Run 1, power grid:
Pins as bars on the die edge.
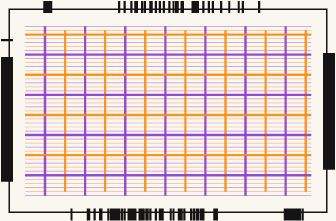
Run 1, placement by cell class:
Bar = 50 um.
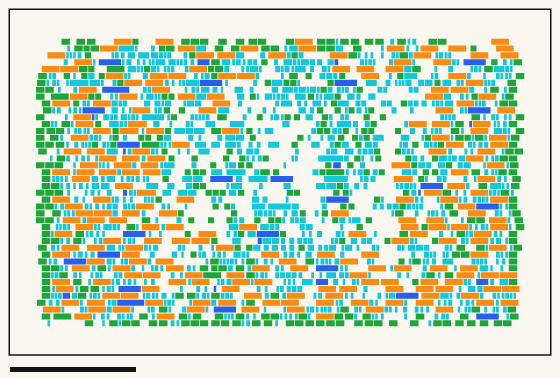
Run 1, clock wires, drivers and flops:
Bar = 50 um.
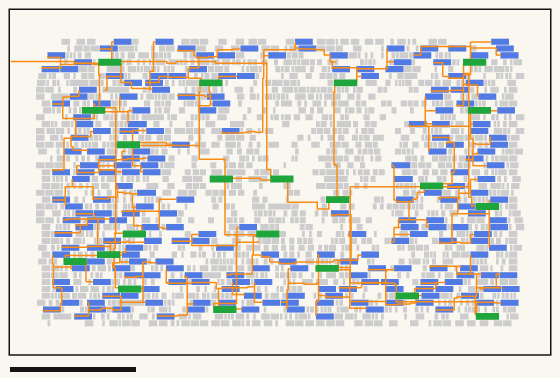
--- src/rtl/arm_bundle_decoder.sv ---
// Recovers the Java bytecode (1 or 2 bytes) behind one packed ARM instruction bundle.
// Bundles that match no known translation are rejected and counted.
module arm_bundle_decoder #(
  parameter int unsigned LANES = 6,
  parameter int unsigned ERR_W = 8
) (
  input  logic               clk,
  input  logic               reset,
  input  logic               in_valid,
  output logic               in_ready,
  input  logic [32*LANES-1:0] in_instructions,
  input  logic [3:0]         in_quantity,
  output logic               out_valid,
  input  logic               out_ready,
  output logic [7:0]         out_data,
  output logic               out_last,
  output logic               err_pulse,
  output logic [ERR_W-1:0]   err_count
);

  // Match table spans six lanes; narrower bundles are zero-padded up to that.
  localparam int unsigned NL = (LANES > 6) ? LANES : 6;
  localparam int unsigned IW = 32 * NL;

  typedef enum logic [1:0] {IDLE, DECODE, EMIT0, EMIT1} state_t;

  state_t             state_q;
  logic [IW-1:0]      ins_q;
  logic [3:0]         qty_q;
  logic [7:0]         operand_q;
  logic               two_byte_q;
  logic               in_ready_q;
  logic               out_valid_q;
  logic [7:0]         out_data_q;
  logic               out_last_q;
  logic               err_pulse_q;
  logic [ERR_W-1:0]   err_cnt_q;

  logic [31:0]        lane [6];
  logic [11:0]        imm0, imm1;
  logic               hi_zero, qty_ok;
  logic               match_d, two_byte_d;
  logic [7:0]         opcode_d, operand_d;

  always_comb begin
    for (int unsigned k = 0; k < 6; k++) lane[k] = ins_q[32*k +: 32];
  end

  always_comb begin
    match_d    = 1'b0;
    opcode_d   = '0;
    operand_d  = '0;
    two_byte_d = 1'b0;
    imm0       = lane[0][11:0];
    imm1       = lane[1][11:0];
    hi_zero    = (lane[5] == '0) && (lane[4] == '0);
    qty_ok     = (qty_q >= 4'd2) && (32'(qty_q) <= LANES);
    case (qty_q)
      4'd2: begin
        if (lane[1] == 32'hE92D0002 && lane[0][31:12] == 20'hE3A01) begin
          if (imm0 <= 12'd5) begin
            match_d  = 1'b1;
            opcode_d = 8'h03 + imm0[7:0];
          end
        end else if (lane[1] == 32'hE92D0002 && lane[0][31:12] == 20'hE5913) begin
          if (imm0 <= 12'd3) begin
            match_d  = 1'b1;
            opcode_d = 8'h1A + imm0[7:0];
          end else if (imm0 <= 12'd255) begin
            match_d    = 1'b1;
            opcode_d   = 8'h15;
            operand_d  = imm0[7:0];
            two_byte_d = 1'b1;
          end
        end else if (lane[1][31:12] == 20'hE5813 && lane[0] == 32'hE8BD0001) begin
          if (imm1 <= 12'd3) begin
            match_d  = 1'b1;
            opcode_d = 8'h3B + imm1[7:0];
          end
        end else if (lane[1][31:12] == 20'hE5813 && lane[0] == 32'hE8BD0002) begin
          if (imm1 <= 12'd255) begin
            match_d    = 1'b1;
            opcode_d   = 8'h36;
            operand_d  = imm1[7:0];
            two_byte_d = 1'b1;
          end
        end else if (lane[1] == 32'hE0810002 && lane[0] == 32'hE8BD0006) begin
          match_d  = 1'b1;
          opcode_d = 8'h60;
        end else if (lane[1] == 32'hE92D0003 && lane[0] == 32'hE8BD0003) begin
          match_d  = 1'b1;
          opcode_d = 8'h5F;
        end
      end
      4'd3: begin
        if (lane[2] == 32'hE92D0000 && lane[1] == 32'hE0010002 && lane[0] == 32'hE8BD0006) begin
          match_d  = 1'b1;
          opcode_d = 8'h7E;
        end else if (lane[2] == 32'hE92D0000 && lane[1] == 32'hE0210002 &&
                     lane[0] == 32'hE8BD0006) begin
          match_d  = 1'b1;
          opcode_d = 8'h82;
        end else if (lane[2] == 32'hE92D0002 && lane[1] == 32'hE92D0001 &&
                     lane[0] == 32'hE8BD0001) begin
          match_d  = 1'b1;
          opcode_d = 8'h59;
        end else if (lane[2] == 32'hE92D0003 && lane[1] == 32'hE92D0002 &&
                     lane[0] == 32'hE8BD0003) begin
          match_d  = 1'b1;
          opcode_d = 8'h5A;
        end
      end
      4'd4, 4'd6: begin
        // dup_x2/dup2 also arrive padded to six lanes with the top two cleared
        if (qty_q == 4'd6 && lane[5] == 32'hE92D0004 && lane[4] == 32'hE92D0009 &&
            lane[3] == 32'hE92D0002 && lane[2] == 32'hE92D0004 &&
            lane[1] == 32'hE92D0008 && lane[0] == 32'hE8BD000F) begin
          match_d  = 1'b1;
          opcode_d = 8'h5E;
        end else if ((qty_q == 4'd4 || hi_zero) && lane[3] == 32'hE92D0005 &&
                     lane[2] == 32'hE92D0002 && lane[1] == 32'hE92D0004 &&
                     lane[0] == 32'hE8BD0007) begin
          match_d  = 1'b1;
          opcode_d = 8'h5B;
        end else if ((qty_q == 4'd4 || hi_zero) && lane[3] == 32'hE92D0001 &&
                     lane[2] == 32'hE92D0003 && lane[1] == 32'hE92D0002 &&
                     lane[0] == 32'hE8BD0003) begin
          match_d  = 1'b1;
          opcode_d = 8'h5C;
        end
      end
      4'd5: begin
        if (lane[4] == 32'hE92D0002 && lane[3] == 32'hE92D0005 && lane[2] == 32'hE92D0002 &&
            lane[1] == 32'hE92D0004 && lane[0] == 32'hE8BD0007) begin
          match_d  = 1'b1;
          opcode_d = 8'h5D;
        end
      end
      default: ;
    endcase
    if (!qty_ok) match_d = 1'b0;
  end

  always_ff @(posedge clk) begin
    if (!reset) begin
      state_q     <= IDLE;
      ins_q       <= '0;
      qty_q       <= '0;
      operand_q   <= '0;
      two_byte_q  <= 1'b0;
      in_ready_q  <= 1'b1;
      out_valid_q <= 1'b0;
      out_data_q  <= '0;
      out_last_q  <= 1'b0;
      err_pulse_q <= 1'b0;
      err_cnt_q   <= '0;
    end else begin
      err_pulse_q <= 1'b0;
      case (state_q)
        IDLE: begin
          if (in_valid) begin
            ins_q      <= IW'(in_instructions);
            qty_q      <= in_quantity;
            in_ready_q <= 1'b0;
            state_q    <= DECODE;
          end
        end
        DECODE: begin
          operand_q  <= operand_d;
          two_byte_q <= two_byte_d;
          if (match_d) begin
            out_valid_q <= 1'b1;
            out_data_q  <= opcode_d;
            out_last_q  <= !two_byte_d;
            state_q     <= EMIT0;
          end else begin
            err_pulse_q <= 1'b1;
            if (err_cnt_q != '1) err_cnt_q <= err_cnt_q + 1'b1;
            in_ready_q  <= 1'b1;
            state_q     <= IDLE;
          end
        end
        EMIT0: begin
          if (out_ready) begin
            if (two_byte_q) begin
              out_data_q <= operand_q;
              out_last_q <= 1'b1;
              state_q    <= EMIT1;
            end else begin
              out_valid_q <= 1'b0;
              out_last_q  <= 1'b0;
              in_ready_q  <= 1'b1;
              state_q     <= IDLE;
            end
          end
        end
        EMIT1: begin
          if (out_ready) begin
            out_valid_q <= 1'b0;
            out_last_q  <= 1'b0;
            in_ready_q  <= 1'b1;
            state_q     <= IDLE;
          end
        end
        default: state_q <= IDLE;
      endcase
    end
  end

  assign in_ready  = in_ready_q;
  assign out_valid = out_valid_q;
  assign out_data  = out_data_q;
  assign out_last  = out_last_q;
  assign err_pulse = err_pulse_q;
  assign err_count = err_cnt_q;

endmodule

--- config.mk ---
export PLATFORM = sky130hd
export DESIGN_NAME = arm_bundle_decoder
export DESIGN_NICKNAME = d
export VERILOG_FILES = /design/src/rtl/arm_bundle_decoder.sv
export SDC_FILE = /design/constraint.sdc
export NUM_CORES = 1
export LEC_CHECK = 0
export CAP_MARGIN = 0
export CORE_ASPECT_RATIO = 0.6
export CORE_MARGIN = 10
export CORE_UTILIZATION = 46
export DETAILED_ROUTE_END_ITERATION = 6
export PLACE_DENSITY = 0.76
export RECOVER_POWER = 25
export REMOVE_ABC_BUFFERS = 1
export SYNTH_ARGS = -nofsm -noshare
export SYNTH_HDL_FRONTEND = slang
export SYNTH_SLANG_ARGS = --single-unit
--- constraint.sdc ---
create_clock -name clk -period 3.1 [get_ports clk]
set_clock_uncertainty 0.15 [all_clocks]
set_input_delay 0.31 -clock clk [delete_from_list [all_inputs] [get_ports clk]]
set_output_delay 0.31 -clock clk [all_outputs]
set_load 0.01 [all_outputs]
==> results_slide.txt, run 1 <==
Physical Implementation Snapshot

Outcome
  – Outcome: finished, violations left
  – Failing checks: capacitance limit, slew limit, setup timing

Clock tree
  – CTS Hold Buffers Added: 0
  – Max H-tree Level: 1
  – CTS buffer count: 21
  – Clk pin slew, worst setup/hold paths: 0.07 ns
  – Setup Fix Bufs, Post-CTS: 11
  – CTS sink count: ~230
  – Root Buffer Master: clkbuf_16
  – Clk buf depth: 3

Finish
  – Diode count: 0
  – Multi-input logic area: around 5700 um2
  – Fillers: 1916
  – Comb area share: 38.4%
  – Fin area: about 15000 um2
  – Final core occ: 67.6%
  – Most instantiated logic cell after routing: nand2_1
  – Clock Buffer Count: 29
  – Top class by area: logic gates
  – Share of cells above drive strength 1: about 15%
  – Area growth syn-to-layout: 44.2%
  – Data buffer area share: 23.7%
  – Layout Cells excl Fill: ~2k
  – Inverters: 14
  – Biggest register: ins_q
  – FF/Latch Area: 4550 um2
  – ClkCell Share: between 4 and 5%

Synth
  – Post-synth seq share: 43.8%
  – Commonest cells post-synth: nand2_1 (439), dfxtp_1 (227), a21oi_1 (223)
  – Post-synth ARST share: 0%
  – Main synth FF type: dfxtp_1
  – Mapped cell area: 10400 um2
  – Warnings from Yosys: 0
  – Synth Instances: between 1k and 1.5k
  – Cell taking the most area after synthesis: dfxtp_1
  – Synth Area in Compound Gates: 15.9%
  – Yosys cell types: 72
  – Main logic family after synthesis: simple AND/OR/NAND/NOR gates
  – # Cells Yosys: between 1k and 1.5k
  – Adder share: 1.45%
  – Post-synth EDFFs: 0
  – Mean post-synth cell area: approximately 7.5 um2
  – Yosys stat chip area: 10400 um2
  – Most frequent cell after synthesis: nand2_1
  – XORs/XNORs by Area: 0.0845%

Min path
  – Hold path cells: 3
  – Hold Path Origin: in_quantity[1]
  – Worst Hold Class: input pin to flip-flop
  – Hold Path End: qty_q[1]

Timing
  – Final Hold Fails: 0
  – Fin crit period: 3.28 ns
  – Final hold slack: roughly 0.19 ns
  – Max transition margin: -0.176%
  – Worst setup margin: -0.183 ns
  – RSZ-0062 raised after global routing: true
  – Slew @ Worst Pin: approximately 1.5 ns
  – Fin. max-slew vios: 29
  – Tcrit/Tclk final: 106%
  – Setup TNS: -2.14 ns
  – Final setup viols: 19

Power
  – Net Switching: about 1.8 mW
  – Clock-net power: 2.64 mW
  – Cell Int Power: approximately 5.1 mW
  – Comb pwr share: around 16%
  – Sw Ratio: 26.0%
  – Sequential power share: about 46%
  – Max rail drop VDD: around 0.00035 V
  – Clock power frac: 38.3%
  – Comb pwr: between 1 and 1.5 mW
  – P_leak: approximately 5.6 nW
  – Total power draw: between 6 and 7 mW
  – Top power group: registers

Global routing
  – Initial antenna violation count: 1
  – Met3 Usage GRT: approximately 6.3%
  – Grt met2 use: approximately 34%
  – Total global-route track usage: 25.3%
  – Global-route wire length before repair: 58.8 mm
  – Largest net degree at the start of global routing: about 83
  – Grt peak-use layer: met1
  – Total gr overflow: 0
  – Vias in the first global route: between 10k and 15k

Drt
  – WL per Instance: 19.0 um
  – DRC: 0
  – Vias per cell: around 5.6
  – DRT Wirelength: a little under 40 mm
  – First-pass detailed-route iteration total: 5
  – DRT iter0 DRCs: roughly 1.2k
  – Vias: 11.4k

Worst setup path
  – FF-to-FF End: in_ready
  – CP endpoint kind: flip-flop
  – Type of origin of the critical path: flip-flop
  – Worst path max stage delay: about 0.53 ns
  – R2R Path Start: ins_q[87]
  – Cell mode on critical path: or3_4
  – Crit path buffers/inverters: 1
  – Crit-path cells: or4b_4 > or3_4 > or3_4 > or4_4 > or3_4 > o221ai_4 > buf_12 > nor2_4 > o41a_1
  – Reg2Reg Depth: 9
  – R2R Setup Slk: -0.18 ns
  – Stages on worst setup path: 9
  – Crit-path max FO: 6
  – CP Data Required Time: roughly 3.4 ns
  – Cell family with most CP delay: simple AND/OR/NAND/NOR gates
  – Crit Path Class: flip-flop to flip-flop
  – Critical path origin: ins_q[87]

Die
  – IO Count: between 200 and 250
  – Chip area: 29100 um2
  – Num tapcells: ~310
  – Core Region: 22100 um2
  – FP Core Util: around 47%
  – # rows: roughly 42
  – Die height: 136 um

Flow run
  – Tool warning count: 35
  – Max Cap Viol: 1

Placement
  – RD Place Congestion: 1.02
  – Pre-CTS setup slack: -0.230 ns
  – Placed cell area: between 10000 and 15000 um2
  – Dpl cells: ~2.0k
  – Port bufs: about 220
  – Placed wire-length estimate: approximately 30 mm
## Picture notes: 'power grid'
Purple stands for VSS. Orange stands for VDD.
14 straps on met4. 8 straps on met5. 43 met1 rails follow the rows. 220 signal pins sit on the boundary.

## Picture notes: 'placement by cell class'
Orange stands for flip-flops, cells 227, share of their area 31%. Cyan stands for all other logic, cells 1078, share of their area 40%. Blue stands for clock drivers and dummy loads, cells 36, share of their area 4.7%. Green stands for other buffers and delay cells, cells 387, share of their area 24%.

## Picture notes: 'clock wires, drivers and flops'
Green stands for cells driving clock nets, count 21. Orange stands for clock wires, length 2780 um. Blue stands for flip-flops, count 227.
Position of the flops: spread over the die.

==> run 2: changes to the inputs <==
- ABC_AREA: unset -> 0
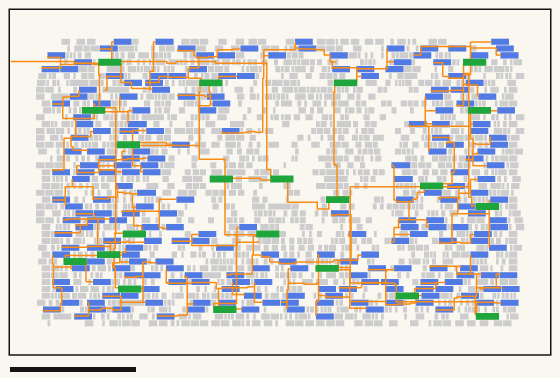
Run 2: clock wires, drivers and flops
Bar = 50 um.
Blue stands for flip-flops, count 227. Orange stands for clock wires, length 2780 um. Green stands for cells driving clock nets, count 21.
Position of the flops: spread over the die.

==> run 2 against run 1 <==
Compared with the run above: the flow still finishes with violations (capacitance limit, slew limit, setup timing); first-iteration DRC count is the same; largest power group unchanged; count of clock-buffer cells in the layout stayed put; global-route usage stayed put; worst setup slack stayed put.
==> results_slide.txt, run 2 <==
Physical Implementation Snapshot

Outcome
  – Outcome: finished, violations left
  – Failing checks: capacitance limit, slew limit, setup timing

Die
  – Num tapcells: 308
  – IO Count: around 220
  – Core Region: ~22000 um2
  – FP Core Util: 46.9%
  – Chip area: ~29000 um2
  – Die height: approximately 140 um
  – # rows: between 40 and 50

Power
  – P_leak: about 5.6 nW
  – Sequential power share: between 40% and 50%
  – Clock power frac: 38.3%
  – Comb pwr: roughly 1.1 mW
  – Total power draw: 6.89 mW
  – Comb pwr share: 15.6%
  – Sw Ratio: approximately a quarter
  – Net Switching: ~1.8 mW
  – Top power group: registers
  – Cell Int Power: around 5.1 mW
  – Max rail drop VDD: around 0.00035 V

Global routing
  – Total gr overflow: 0
  – Vias in the first global route: around 11k
  – Global-route wire length before repair: just under 60 mm
  – Largest net degree at the start of global routing: slightly above 80
  – Grt peak-use layer: met1
  – Initial antenna violation count: 1
  – M1 GR Usage: 38.9%
  – Met3 Usage GRT: 6.34%
  – Grt met2 use: 34.3%
  – Total global-route track usage: approximately a quarter

Worst setup path
  – Crit Path Class: flip-flop to flip-flop
  – Stages on worst setup path: 9
  – CP endpoint kind: flip-flop
  – FF-to-FF End: in_ready
  – Crit-path cells: or4b_4 > or3_4 > or3_4 > or4_4 > or3_4 > o221ai_4 > buf_12 > nor2_4 > o41a_1
  – Cell family with most CP delay: simple AND/OR/NAND/NOR gates
  – R2R Path Start: ins_q[87]
  – Crit-path max FO: 6
  – CP Data Required Time: around 3.4 ns
  – Critical path origin: ins_q[87]
  – R2R Setup Slk: -0.18 ns
  – Crit path buffers/inverters: 1
  – Type of origin of the critical path: flip-flop
  – Slowest library cell on the worst path: or4b_4
  – Reg2Reg Depth: 9
  – Worst path max stage delay: ~0.53 ns
  – Cell mode on critical path: or3_4

Placement
  – Port bufs: 219
  – Placed wire-length estimate: between 20 and 30 mm
  – Pre-CTS setup slack: -0.230 ns
  – RD Place Congestion: 1.02
  – Placed cell area: 13900 um2
  – Dpl cells: between 1.5k and 2k

Drt
  – WL per Instance: approximately 19 um
  – Metal1 wirelength: roughly 19 mm
  – DRT iter0 DRCs: 1244
  – Vias per cell: about 5.6
  – DRC: 0
  – First-pass detailed-route iteration total: 5
  – Vias: between 10k and 15k
  – Top Layer Used: met5
  – DRT Wirelength: between 30 and 40 mm
  – Met2 WL: 15.1 mm

Flow run
  – Tool warning count: 35
  – Max Cap Viol: 1

Synth
  – Synth Area in Compound Gates: 15.9%
  – Main logic family after synthesis: simple AND/OR/NAND/NOR gates
  – Adder share: about 1.4%
  – Warnings from Yosys: 0
  – Mean post-synth cell area: roughly 7.5 um2
  – Top cells by area: dfxtp_1 (44%), nand2_1 (16%), a21oi_1 (11%)
  – Main synth FF type: dfxtp_1
  – XORs/XNORs by Area: less than 1%
  – Post-synth ARST share: 0%
  – Post-synth EDFFs: 0
  – Mapped cell area: between 10000 and 15000 um2
  – # Cells Yosys: around 1.4k
  – Commonest cells post-synth: nand2_1 (439), dfxtp_1 (227), a21oi_1 (223)
  – Post-synth seq share: between 40% and 50%
  – Yosys cell types: 72
  – Cell taking the most area after synthesis: dfxtp_1
  – Yosys reg bits: 227
  – Simple Share, Synth: 34.7%
  – Most frequent cell after synthesis: nand2_1
  – Synth Instances: ~1.4k
  – Yosys stat chip area: a little over 10000 um2

Finish
  – Final core occ: around two thirds
  – Comb area share: approximately two fifths
  – Inverters: 14
  – Multi-input logic area: 5740 um2
  – Data buffer area share: roughly a quarter
  – Area growth syn-to-layout: 44.2%
  – ClkCell Share: between 4 and 5%
  – Most instantiated logic cell after routing: nand2_1
  – Diode count: 0
  – Comb gates: between 1k and 1.5k
  – Layout Cells excl Fill: 2036
  – Top class by area: logic gates
  – Fillers: 1916
  – Fin area: approximately 15000 um2
  – Share of cells above drive strength 1: 15.5%
  – FF/Latch Area: ~4600 um2
  – Clock Buffer Count: 29
  – Biggest register: ins_q

Clock tree
  – CTS tree: yes
  – Setup Fix Bufs, Post-CTS: 11
  – Root Buffer Master: clkbuf_16
  – CTS buffer count: 21
  – CTS sink count: about 230
  – Clk buf depth: 3
  – CTS Hold Buffers Added: 0
  – Clk pin slew, worst setup/hold paths: 0.07 ns
  – Max H-tree Level: 1

Timing
  – Final hold slack: approximately 0.19 ns
  – Tcrit/Tclk final: 106%
  – Fin crit period: around 3.3 ns
  – Setup TNS: -2.14 ns
  – Max transition margin: -0.176%
  – Slew @ Worst Pin: ~1.5 ns
  – Final setup viols: 19
  – RSZ-0062 raised after global routing: true
  – Fin. max-slew vios: 29
  – Final Hold Fails: 0
  – Worst setup margin: -0.183 ns

Min path
  – Hold path cells: 3
  – Worst Hold Class: input pin to flip-flop
  – Hold Path End: qty_q[1]
  – Hold Path Origin: in_quantity[1]
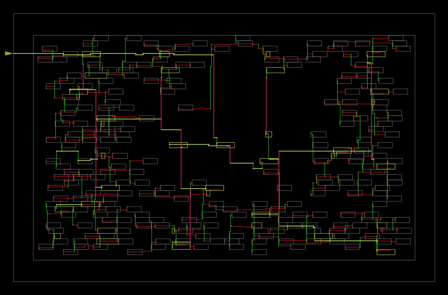
Run 2: the clock network
clock-net power: 2.64 mW
Flop Count: 227

No activity file was given, so power comes from the tool's default toggle rates.
